==> config.mk <==
export PLATFORM = sky130hd
export DESIGN_NAME = ad9516_cfg_seq
export DESIGN_NICKNAME = d
export VERILOG_FILES = /design/src/rtl/ad9516_cfg_seq.sv
export SDC_FILE = /design/constraint.sdc
export NUM_CORES = 1
export LEC_CHECK = 0
export CAP_MARGIN = 30
export CELL_PAD_IN_SITES_DETAIL_PLACEMENT = 0
export CELL_PAD_IN_SITES_GLOBAL_PLACEMENT = 1
export CORE_ASPECT_RATIO = 1.2
export CORE_MARGIN = 4
export CORE_UTILIZATION = 51
export CTS_BUF_LIST = sky130_fd_sc_hd__clkbuf_4
export DETAILED_ROUTE_END_ITERATION = 16
export PLACE_DENSITY = 0.95
export SLEW_MARGIN = 20
export SYNTH_ARGS = -nofsm -noshare
export SYNTH_HDL_FRONTEND = slang
export SYNTH_SLANG_ARGS = --single-unit
==> constraint.sdc <==
create_clock -name sys_clk_i -period 6 [get_ports sys_clk_i]
set_clock_uncertainty 0.05 [all_clocks]
set_input_delay 1.2 -clock sys_clk_i [delete_from_list [all_inputs] [get_ports sys_clk_i]]
set_output_delay 1.2 -clock sys_clk_i [all_outputs]
set_load 0.05 [all_outputs]
Run 1, M3 wires:
Scale bar: 20 um.
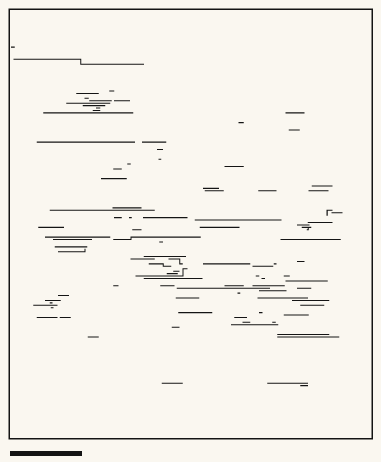
The wires run mostly horizontal. The layer holds 5.0% of the routed length. 68 nets have wire on it.
DR vias: 5327
final WL: 13800 um
GR Layer Usage met3: 2.79%

Run 1, cell area per tile:
10 x 12 tiles, from white (low) to dark blue (high), 0 to 100% covered.
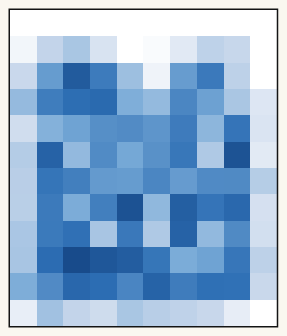
The mean over all tiles is 45%. 13% of the tiles are over 75% full. The densest ninth of the die: center.
post-layout util: 54.9%
Initial Util: 52.5%

Run 1, register map, names as in the netlist:
Scale bar: 20 um.
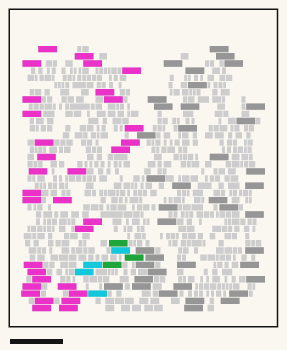
Key: cyan = retry_cnt_o [flops 4]; magenta = timer [flops 32]; green = state_o [flops 3]
Another 40 sequential cells are not colored.
sequential cell area share: 28.6%
register area: 1580 um^2

==> results.py, run 1 <==
# Auto-generated metrics
metrics = {
    "critical_path": {
        "path_cells": "ha_1, nand4_1, or4_1, o21a_1, nor4_1, nand4_1, nor4_2, a21o_1, a211o_2, buf_4, a211oi_1",
        "startpoint_type": "flop",
        "crit_family": "simple AND/OR/NAND/NOR gates",
        "critical_path_required_ns": 6.27,
        "cp_slowest_cell": "or4_1",
    },
    "clocking": {
        "cts_hold_buf": 0,
        "cts.root.buffer_cell": "clkbuf_4",
        "cts_setup_buffers": 0,
    },
    "final_layout": {
        "area_growth_pct": 4.47,
        "layout-drive-gt1-share_pct": 6.18,
        "top_area_cell_class": "multi-input combinational cells",
    },
    "run_status": {
        "outcome": "completed",
    },
    "worst_hold_path": {
        "min_path_type": "reg2reg",
        "hold_depth": 1,
    },
    "sta": {
        "min_period_ns": 4.25,
        "tightest_slew_ns": 0.970,
        "tns_ns": 0,
        "slew_headroom_pct": 35.1,
    },
    "routing": {
        "vias_per_cell": 6.48,
    },
    "die": {
        "io-pin-count": 16,
        "chipWidth_um": 101,
    },
    "power": {
        "p_clk_w": 0.000318,
        "swShare_pct": 27.6,
    },
    "logic_synthesis": {
        "flop_cell": "dfxtp_1",
    },
}
==> run 1: through the flow <==
stage	cells	power, W	hold slack [ns]
global placement	806	0.000563	0.391
finish	822	0.000871	0.407
CTS	822	0.000881	0.415
detailed placement	806	0.000564	0.383
global route	822	0.000908	0.451
floorplan	716	0.000556	0.364
==> run 1: cell usage after synthesis, types with 15 or more instances <==
master / number
a21oi_1: 63
xnor2_1: 16
nor3_1: 22
buf_2: 15
nand4_1: 17
nor2_1: 61
o21ai_0: 51
a31oi_1: 15
and2_1: 25
nand3_1: 34
nand2_1: 64
dfxtp_1: 79
clkbuf_1: 29
inv_1: 16
==> run 1 -> run 2 <==
--- a/config.mk
+++ b/config.mk
@@ -10,10 +10,10 @@
 export CELL_PAD_IN_SITES_GLOBAL_PLACEMENT = 1
 export CORE_ASPECT_RATIO = 1.2
 export CORE_MARGIN = 4
-export CORE_UTILIZATION = 51
+export CORE_UTILIZATION = 48
 export CTS_BUF_LIST = sky130_fd_sc_hd__clkbuf_4
 export DETAILED_ROUTE_END_ITERATION = 16
-export PLACE_DENSITY = 0.95
+export PLACE_DENSITY = 0.9
 export SLEW_MARGIN = 20
 export SYNTH_ARGS = -nofsm -noshare
 export SYNTH_HDL_FRONTEND = slang
==> constraint.sdc (replaced) <==
create_clock -name sys_clk_i -period 4.1 [get_ports sys_clk_i]
set_clock_uncertainty 0.05 [all_clocks]
set_input_delay 0.82 -clock sys_clk_i [delete_from_list [all_inputs] [get_ports sys_clk_i]]
set_output_delay 0.82 -clock sys_clk_i [all_outputs]
set_load 0.05 [all_outputs]
Run 2, register map, names as in the netlist:
Scale bar: 20 um.
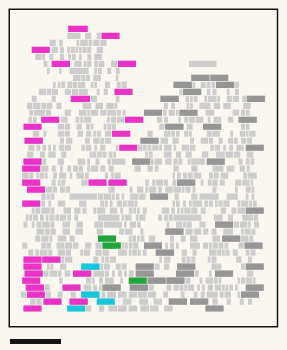
Key: magenta = timer [flops 32]; cyan = retry_cnt_o [flops 4]; green = state_o [flops 3]
Another 40 sequential cells are not colored.
register area: 1580 um^2
sequential cell area share: 27.7%
Power Sequential: 0.000777 W
post-layout util: 53.9%

Run 2, cell classes on the final placement:
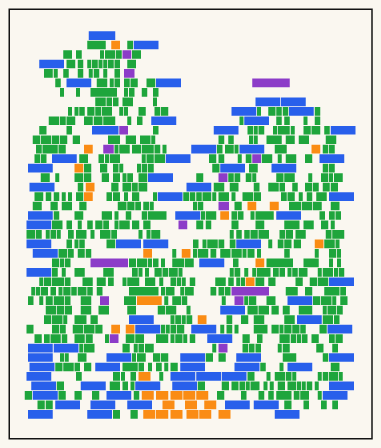
Key: orange = other buffers and delay cells [cells 33]; green = all other logic [cells 580]; purple = clock drivers and dummy loads [cells 15]; blue = flip-flops [cells 79]
standard-cell row count: 41
design area: 5720 um^2
Core Box Area: 10600 um^2

==> results.py, run 2 <==
# Auto-generated metrics
metrics = {
    "global_route": {
        "busiest_layer": "met2",
        "grt_pass1_vias": 4950,
        "met1_usage_pct": 25.2,
    },
    "critical_path": {
        "max_stage_delay_ns": 0.47,
        "critical_path_required_ns": 4.39,
        "cp_slowest_cell": "or4_1",
        "startpoint_type": "flop",
        "path_cells": "ha_1, nand4_1, buf_4, nor2_1, buf_4, and3_1, a311oi_1, or4_1, nor4_4, a21oi_1, nor4b_4, buf_12, nor2_1, and2_1",
        "ff2ff_path_depth": 14,
    },
    "worst_hold_path": {
        "hold_depth": 1,
        "min_path_type": "reg2reg",
    },
    "clocking": {
        "numCtsBuffers": 9,
        "cts.root.buffer_cell": "clkbuf_4",
    },
    "power": {
        "p_clk_w": 0.000607,
        "maxPowerGroup": "registers",
        "swShare_pct": 22.7,
        "finalPower_w": 0.00142,
    },
    "placed_design": {
        "port_buffers": 15,
        "globalplace.congestion": 0.939,
        "dp_cells": 821,
        "hpwlAfterDp_um": 9580,
    },
    "final_layout": {
        "final_cell_count_no_fill": 837,
        "mostFrequentLayoutCell": "dfxtp_1",
        "layout-drive-gt1-share_pct": 8.63,
        "area_growth_pct": 8.26,
    },
    "sta": {
        "period_used_pct": 93.6,
        "fin_hold_ws_ns": 0.416,
        "min_period_ns": 3.84,
        "hold_violations": 0,
        "setup_viol": 0,
        "tns_ns": 0,
        "tightest_slew_ns": 0.972,
        "slew_headroom_pct": 35.0,
        "fmax_mhz": 261,
    },
    "die": {
        "fp-utilization_pct": 49.8,
        "chipWidth_um": 104,
        "io-pin-count": 16,
        "die_area_um2": 12800,
    },
    "logic_synthesis": {
        "ys_cells": 716,
        "synth.top_cells.by_count": "dfxtp_1 (79), nand2_1 (64), a21oi_1 (63)",
        "synth_area_leader_cell": "dfxtp_1",
        "top_cell": "dfxtp_1",
    },
    "routing": {
        "wl_met1_um": 5710,
        "vias_per_cell": 6.36,
    },
    "run_status": {
        "outcome": "completed",
    },
}
Run 2, M3 wires:
Scale bar: 20 um.
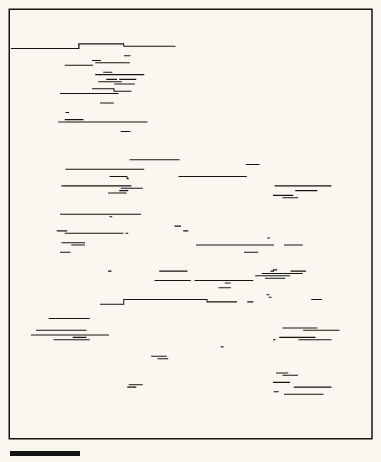
The layer holds 4.8% of the routed length. 59 nets have wire on it. The wires run mostly horizontal. The longest straight run is 25.3 um. The layer carries 658 um of wire.
final WL: 13800 um
GR Layer Usage met3: 3.39%
DR vias: 5325

-- run 2: cell counts after synthesis --
No cell type changed its count.
-- run 2: cells by family after synthesis --
logic type                 after synthesis  synth area share, %
buffers and inverters                   73                 5.82
adders and majority gates                3                0.710
and+or+nand+nor                        331                 34.7
DFF                                     79                 29.9
muxes                                    5                0.994
xor gates and xnor gates                22                 3.65
AOI/OAI and AO/OA                      203                 24.2
-- run 2: area by class of cell --
cell class                      count  area [um^2]
Timing Repair Buffer               33          298
Inverter                           16         60.1
Fill cell                        1038         4900
Clock buffer                        9         67.6
Clock inverter                      6          116
Multi-Input combinational cell    564         3430
Antenna cell                        1         2.50
Tap cell                          129          161
Sequential cell                    79         1580
Power figures rest on the tool's default switching activity, not on a simulated workload.
